## src/rtl/serial_pkg.sv

```systemverilog
// -----------------------------------------------------------------------------
// serial_pkg
// Shared definitions for the parallel-to-serial front end of the sequence
// detector.
//   ser_state_t  : state encoding of the bit_serializer FSM
//   SER_IDLE_BIT : level driven on ser_out while nothing is being sent
// -----------------------------------------------------------------------------
package serial_pkg;

   typedef enum logic [1:0] {
      SER_IDLE   = 2'd0,
      SER_SHIFT  = 2'd1,
      SER_PARITY = 2'd2
   } ser_state_t;

   localparam logic SER_IDLE_BIT = 1'b0;

endpackage : serial_pkg

```

## src/rtl/bit_serializer_skid_hold.sv

```systemverilog
// -----------------------------------------------------------------------------
// skid_hold
// Single-entry holding register between the word producer and the shifter.
// Ports:
//   clk, reset_n          clock, asynchronous active-low reset
//   in_data, in_valid     word offered by the producer
//   in_ready              high while the entry is empty (= !hold_vld)
//   load                  strobe from the shifter: entry consumed this cycle
//   hold_data, hold_vld   current entry and its occupancy flag
// Handshake: a word transfers on a rising edge where in_valid && in_ready.
// A transfer that coincides with load keeps the entry full with the new word.
// -----------------------------------------------------------------------------
module skid_hold #(
   parameter int WIDTH = 8
) (
   input  logic             clk,
   input  logic             reset_n,
   input  logic [WIDTH-1:0] in_data,
   input  logic             in_valid,
   output logic             in_ready,
   input  logic             load,
   output logic [WIDTH-1:0] hold_data,
   output logic             hold_vld
);

   logic [WIDTH-1:0] hold_q, hold_d;
   logic             hold_vld_q, hold_vld_d;
   logic             accept;

   always_comb begin
      accept     = in_valid && !hold_vld_q;
      hold_d     = hold_q;
      hold_vld_d = hold_vld_q;
      if (load) begin
         hold_vld_d = 1'b0;
      end
      // Accept is evaluated after load so a new word wins over the drain.
      if (accept) begin
         hold_vld_d = 1'b1;
         hold_d     = in_data;
      end
   end

   always_ff @(posedge clk or negedge reset_n) begin
      if (!reset_n) begin
         hold_q     <= '0;
         hold_vld_q <= 1'b0;
      end else begin
         hold_q     <= hold_d;
         hold_vld_q <= hold_vld_d;
      end
   end

   assign in_ready  = !hold_vld_q;
   assign hold_data = hold_q;
   assign hold_vld  = hold_vld_q;

endmodule : skid_hold

```

## src/rtl/bit_serializer.sv

```systemverilog
// -----------------------------------------------------------------------------
// bit_serializer
// Parallel-to-serial stage feeding the sequence detector. Buffers one word in
// skid_hold and shifts words out one bit per clock, gap-free when streaming.
// Ports:
//   clk, reset_n   clock, asynchronous active-low reset
//   in_data        WIDTH-bit word to serialize
//   in_valid       in_data valid
//   in_ready       holding register empty (word accepted on in_valid&&in_ready)
//   ser_out        registered serial bit, SER_IDLE_BIT when idle
//   ser_valid      ser_out carries a data or parity bit
//   busy           shifter active or holding register occupied
//   dbg_state      current FSM state (observation only)
// Parameters: WIDTH (2..32), LSB_FIRST (0: MSB first, 1: LSB first).
// Build option: define BIT_SERIALIZER_PARITY_EN to append an even parity bit
// after every word (per-word period WIDTH+1 instead of WIDTH).
// -----------------------------------------------------------------------------
module bit_serializer
   import serial_pkg::*;
#(
   parameter int WIDTH     = 8,
   parameter bit LSB_FIRST = 1'b0
) (
   input  logic             clk,
   input  logic             reset_n,
   input  logic [WIDTH-1:0] in_data,
   input  logic             in_valid,
   output logic             in_ready,
   output logic             ser_out,
   output logic             ser_valid,
   output logic             busy,
   output ser_state_t       dbg_state
);

   localparam int             CW       = $clog2(WIDTH + 1);
   localparam logic [CW-1:0] CNT_LAST = CW'(WIDTH);
   localparam logic [CW-1:0] CNT_ONE  = CW'(1);

   ser_state_t       state_q, state_d;
   logic [WIDTH-1:0] sh_q, sh_d;
   logic [CW-1:0]    cnt_q, cnt_d;
   logic             ser_out_q, ser_out_d;
   logic             ser_valid_q, ser_valid_d;
`ifdef BIT_SERIALIZER_PARITY_EN
   logic             parity_q, parity_d;
`endif

   logic [WIDTH-1:0] hold_data;
   logic             hold_vld;
   logic             load;

   skid_hold #(
      .WIDTH (WIDTH)
   ) u_hold (
      .clk       (clk),
      .reset_n   (reset_n),
      .in_data   (in_data),
      .in_valid  (in_valid),
      .in_ready  (in_ready),
      .load      (load),
      .hold_data (hold_data),
      .hold_vld  (hold_vld)
   );

   // Bit that leaves first from a word in the given orientation.
   function automatic logic head_bit(input logic [WIDTH-1:0] w);
      return LSB_FIRST ? w[0] : w[WIDTH-1];
   endfunction

   // Word with the head bit removed, next bit moved into the head position.
   function automatic logic [WIDTH-1:0] advance(input logic [WIDTH-1:0] w);
      return LSB_FIRST ? (w >> 1) : (w << 1);
   endfunction

   // cnt_q counts bits already placed on ser_out for the current word;
   // the word is complete once cnt_q reaches WIDTH.
   always_comb begin
      state_d     = state_q;
      sh_d        = sh_q;
      cnt_d       = cnt_q;
      ser_out_d   = SER_IDLE_BIT;
      ser_valid_d = 1'b0;
      load        = 1'b0;
`ifdef BIT_SERIALIZER_PARITY_EN
      parity_d    = parity_q;
`endif

      case (state_q)
         SER_IDLE: begin
            if (hold_vld) begin
               load = 1'b1;
            end
         end

         SER_SHIFT: begin
            if (cnt_q != CNT_LAST) begin
               ser_out_d   = head_bit(sh_q);
               ser_valid_d = 1'b1;
               sh_d        = advance(sh_q);
               cnt_d       = cnt_q + CNT_ONE;
            end else begin
`ifdef BIT_SERIALIZER_PARITY_EN
               state_d     = SER_PARITY;
               ser_out_d   = parity_q;
               ser_valid_d = 1'b1;
`else
               if (hold_vld) begin
                  load = 1'b1;
               end else begin
                  state_d = SER_IDLE;
                  cnt_d   = '0;
               end
`endif
            end
         end

`ifdef BIT_SERIALIZER_PARITY_EN
         SER_PARITY: begin
            if (hold_vld) begin
               load = 1'b1;
            end else begin
               state_d = SER_IDLE;
               cnt_d   = '0;
            end
         end
`endif

         default: begin
            state_d = SER_IDLE;
            cnt_d   = '0;
         end
      endcase

      // Loading puts the first bit out in the same edge, so there is no
      // bubble between the last bit of one word and the first of the next.
      if (load) begin
         state_d     = SER_SHIFT;
         ser_out_d   = head_bit(hold_data);
         ser_valid_d = 1'b1;
         sh_d        = advance(hold_data);
         cnt_d       = CNT_ONE;
`ifdef BIT_SERIALIZER_PARITY_EN
         parity_d    = ^hold_data;
`endif
      end
   end

   always_ff @(posedge clk or negedge reset_n) begin
      if (!reset_n) begin
         state_q     <= SER_IDLE;
         sh_q        <= '0;
         cnt_q       <= '0;
         ser_out_q   <= SER_IDLE_BIT;
         ser_valid_q <= 1'b0;
`ifdef BIT_SERIALIZER_PARITY_EN
         parity_q    <= 1'b0;
`endif
      end else begin
         state_q     <= state_d;
         sh_q        <= sh_d;
         cnt_q       <= cnt_d;
         ser_out_q   <= ser_out_d;
         ser_valid_q <= ser_valid_d;
`ifdef BIT_SERIALIZER_PARITY_EN
         parity_q    <= parity_d;
`endif
      end
   end

   assign ser_out   = ser_out_q;
   assign ser_valid = ser_valid_q;
   assign busy      = (state_q != SER_IDLE) || hold_vld;
   assign dbg_state = state_q;

endmodule : bit_serializer

```

## config.mk

```make
export PLATFORM = sky130hd
export DESIGN_NAME = bit_serializer
export DESIGN_NICKNAME = d
export VERILOG_FILES = /design/src/rtl/serial_pkg.sv /design/src/rtl/bit_serializer_skid_hold.sv /design/src/rtl/bit_serializer.sv
export SDC_FILE = /design/constraint.sdc
export NUM_CORES = 1
export LEC_CHECK = 0
export ABC_AREA = 1
export CORE_MARGIN = 2
export CORE_UTILIZATION = 40
export CTS_CLUSTER_SIZE = 25
export DETAILED_ROUTE_END_ITERATION = 10
export PLACE_DENSITY = 0.59
export SETUP_SLACK_MARGIN = 0.3
export SLEW_MARGIN = 40
export SYNTH_ARGS = -nofsm -noshare
export SYNTH_HDL_FRONTEND = slang
export SYNTH_SLANG_ARGS = --single-unit
```

## constraint.sdc

```tcl
create_clock -name clk -period 2.3 [get_ports clk]
set_input_delay 0.23 -clock clk [delete_from_list [all_inputs] [get_ports clk]]
set_output_delay 0.23 -clock clk [all_outputs]
set_load 0.005 [all_outputs]
```

==> results.sh <==
# physical design summary
export IMPL_status="finished clean"
export IMPL_initialDrtViolationCount=14
export IMPL_synth_area_um2=1090
export IMPL_num_rows=18
export IMPL_fp_util=0.433
export IMPL_cts_sinks=23
export IMPL_xor_area_frac=0.00803
export IMPL_drive_gt1_frac=0.0896
export IMPL_crit_fanout=11
export IMPL_area_delta_synth_final_pct=14.3
export IMPL_ys_flops=23
export IMPL_worstHoldPathType="primary input to asynchronous set/reset pin"
export IMPL_synthArstFlopShare=1.00
export IMPL_critPathKind="flop to output pin"
export IMPL_clock_skew_ns=0.00722
export IMPL_postRouteAntennaNets=0
export IMPL_grt_pass1_wl_mm=3.35
export IMPL_clk_pin_slew_worst_paths_ns=0.13
export IMPL_pre_cts_ws_ns=0.826
export IMPL_ys_sh_aoi=0.0126
export IMPL_synth_nets=134
export IMPL_drtPass1Iterations=4
export IMPL_final_setup_tns_ns=0
export IMPL_synth_avg_cell_area_um2=9.02
export IMPL_ys_cells=121
export IMPL_post_route_drc_count=0
export IMPL_avgRoutedWirePerCell_um=11.7
export IMPL_grt_overflow_total=0
export IMPL_grt_antenna_before_repair=0
export IMPL_cts_root_buf="clkbuf_4"
export IMPL_rsz0062_at_grt="no"
export IMPL_final_area_um2=1250
export IMPL_htree_num_levels=1
export IMPL_topCellsByArea="dfrtp_1, nand3_1, nand2_1"
export IMPL_power_mw=1.42
export IMPL_synthAdderAreaFrac=0.0229
export IMPL_antennaDiodeCount=0
export IMPL_io_pins=17
export IMPL_grt_max_degree=24
export IMPL_synth_logic_top_family="simple AND/OR/NAND/NOR gates"
export IMPL_fin_crit_ns=1.82
export IMPL_cts_setup_buffers=0
export IMPL_critPathLaunchType="flop"
export IMPL_ys_area_um2=1090
export IMPL_synth_distinct_cells=19
export IMPL_viasPerCell=4.94
export IMPL_ff_type="dfrtp_1"
export IMPL_cts_tree="done"
export IMPL_vdd_drop_max_mv=0.529
export IMPL_mux_share=0
export IMPL_layout_setup_ws_ns=0.478
export IMPL_die_w_um=56.2
export IMPL_synth_cells=121
export IMPL_clock_path_buffers=2
export IMPL_p_per_area_nw_per_um2=1130
export IMPL_end_kind="output pin"
export IMPL_nNetsFinal=148
export IMPL_setup_viol=0
export IMPL_max_freq_mhz=549
export IMPL_grt_pass1_vias=793
export IMPL_warnings=27
export IMPL_dp_cells=160
export IMPL_yosysMostFrequentCell="nand3_1"
export IMPL_numCtsBuffers=3
export IMPL_place_area_um2=1220
export IMPL_synth_edff_count=0
export IMPL_max_cap_viol_count=0
export IMPL_routabilityCongestion=0.754
export IMPL_common_cells="nand3_1, nand2_1, dfrtp_1"
export IMPL_yosys_area_share_simple=0.331
export IMPL_coreArea_um2=2520
export IMPL_worstPathRequired_ns=2.07
export IMPL_clock_latency_ns=0.31
export IMPL_cp_slowest_cell="dfrtp_1"
export IMPL_fin_crit_sh=0.792
export IMPL_synth_top_cell_by_area="dfrtp_1"
export IMPL_cpPeakStageDelay_ns=0.60
export IMPL_track_usage=0.135
export IMPL_hold_viol=0
export IMPL_fin_cells=164
export IMPL_p_leak_nw=0.612
export IMPL_slew_violations=0
[worst paths after layout]
kind / startpoint / to / slack [ns] / cells after the start
worst max-delay path: dbg_state[0] / busy / 0.48 / 3
worst min-delay path: reset_n / dbg_state[0] / 0.25 / 2
worst max register to register: cnt_q[0] / cnt_q[0] / 0.89 / 7
worst min register to register: u_hold.hold_data[4] / u_hold.hold_data[4] / 0.50 / 2
max in group asynchronous: reset_n / u_hold.hold_data[0] / 1.82 / 2
min in group clk: in_data[5] / u_hold.hold_data[5] / 0.45 / 3
[worst max-delay path, delay by kind of cell (launching register included)]
family                 cells  cell delay (ns)
buffers and inverters      2             0.57
flip-flops                 1             0.60
AND/OR/NAND/NOR            1             0.10
[layout by cell type (no fill, tap or decap)]
master / instances
inv_2: 1
conb_1: 1
nand3_4: 1
o21ai_2: 1
nand2_1: 32
nand2_2: 1
clkbuf_4: 3
nand3_1: 38
nor2_1: 1
clkbuf_1: 1
nand2_4: 1
clkdlybuf4s50_1: 15
dfrtp_1: 23
o21ai_0: 1
nor2_2: 2
buf_4: 2
xor2_1: 1
ha_1: 2
inv_1: 7
[final cells by class]
class	count	area [um^2]
multi-input cells	82	413
well taps	30	37.5
inverters	8	30.0
clock buffers	4	26.3
fillers	248	1270
flip-flops and latches	23	576
repair buffers	17	165
[power by group]
group / internal [mW] / leakage [nW] / switching [mW]
clock network: 0.0678 / 0.0150 / 0.121
registers: 0.567 / 0.284 / 0.140
logic: 0.222 / 0.313 / 0.298
total: 0.857 / 0.612 / 0.558
[flip-flops by register name (all words and copies together), names as in the netlist]
| signal | count |
|---|---|
| ser_valid | 1 |
| u_hold.hold_vld | 1 |
| cnt_q | 4 |
| u_hold.hold_data | 8 |
| ser_out | 1 |
| sh_q | 7 |
| dbg_state | 1 |
[metal layers]
| metal | global-route usage | vias up | routed length, um |
|---|---|---|---|
| li1 | - | 416 | - |
| met2 | 0.212 | 23 | 879 |
| met4 | 0.0714 | 0 | 48 |
| met5 | 0 | - | 0 |
| met1 | 0.177 | 366 | 903 |
| met3 | 0.0233 | 5 | 85 |
[cell families (layout without fill, tap and decap cells)]
group,after synthesis,after routing
simple gates,76,76
flops,23,23
fa+ha+maj,2,2
other cells,1,1
xor+xnor,1,1
compound gates,2,2
buf+inv,16,29
[metrics by stage]
step / utilization / hold slack, ns
after detailed placement: 0.484 / 0.471
after CTS: 0.495 / 0.255
after global routing: 0.495 / 0.289
final: 0.495 / 0.247
after floorplan: - / -0.0656
after global placement: 0.484 / 0.460
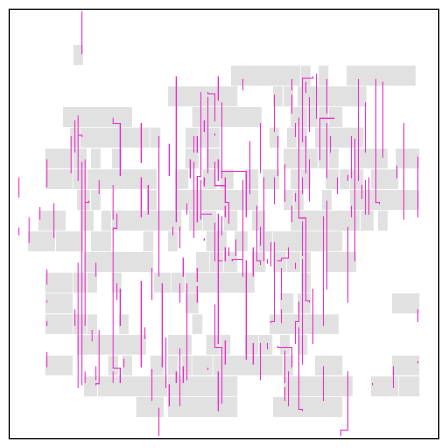
*Metal 2*
Cells faint in the background.
share of all routed wire: 46%
longest straight run: 29.2 um
wire length on this layer: 880 um
vias: 810
overall routed net length: 1.92 mm

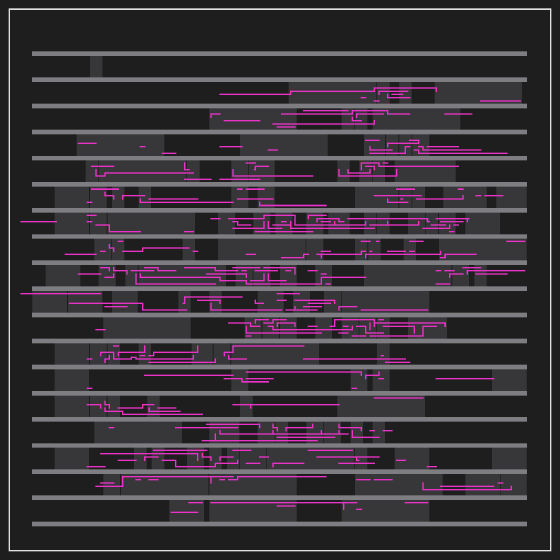
*Met1 routing*
Supply wires on this layer in gray. Cells faint in the background.
longest straight run: 15.2 um
share of all routed wire: 47%
met1 usage: 0.177

Power is estimated from default activity; no workload was simulated.
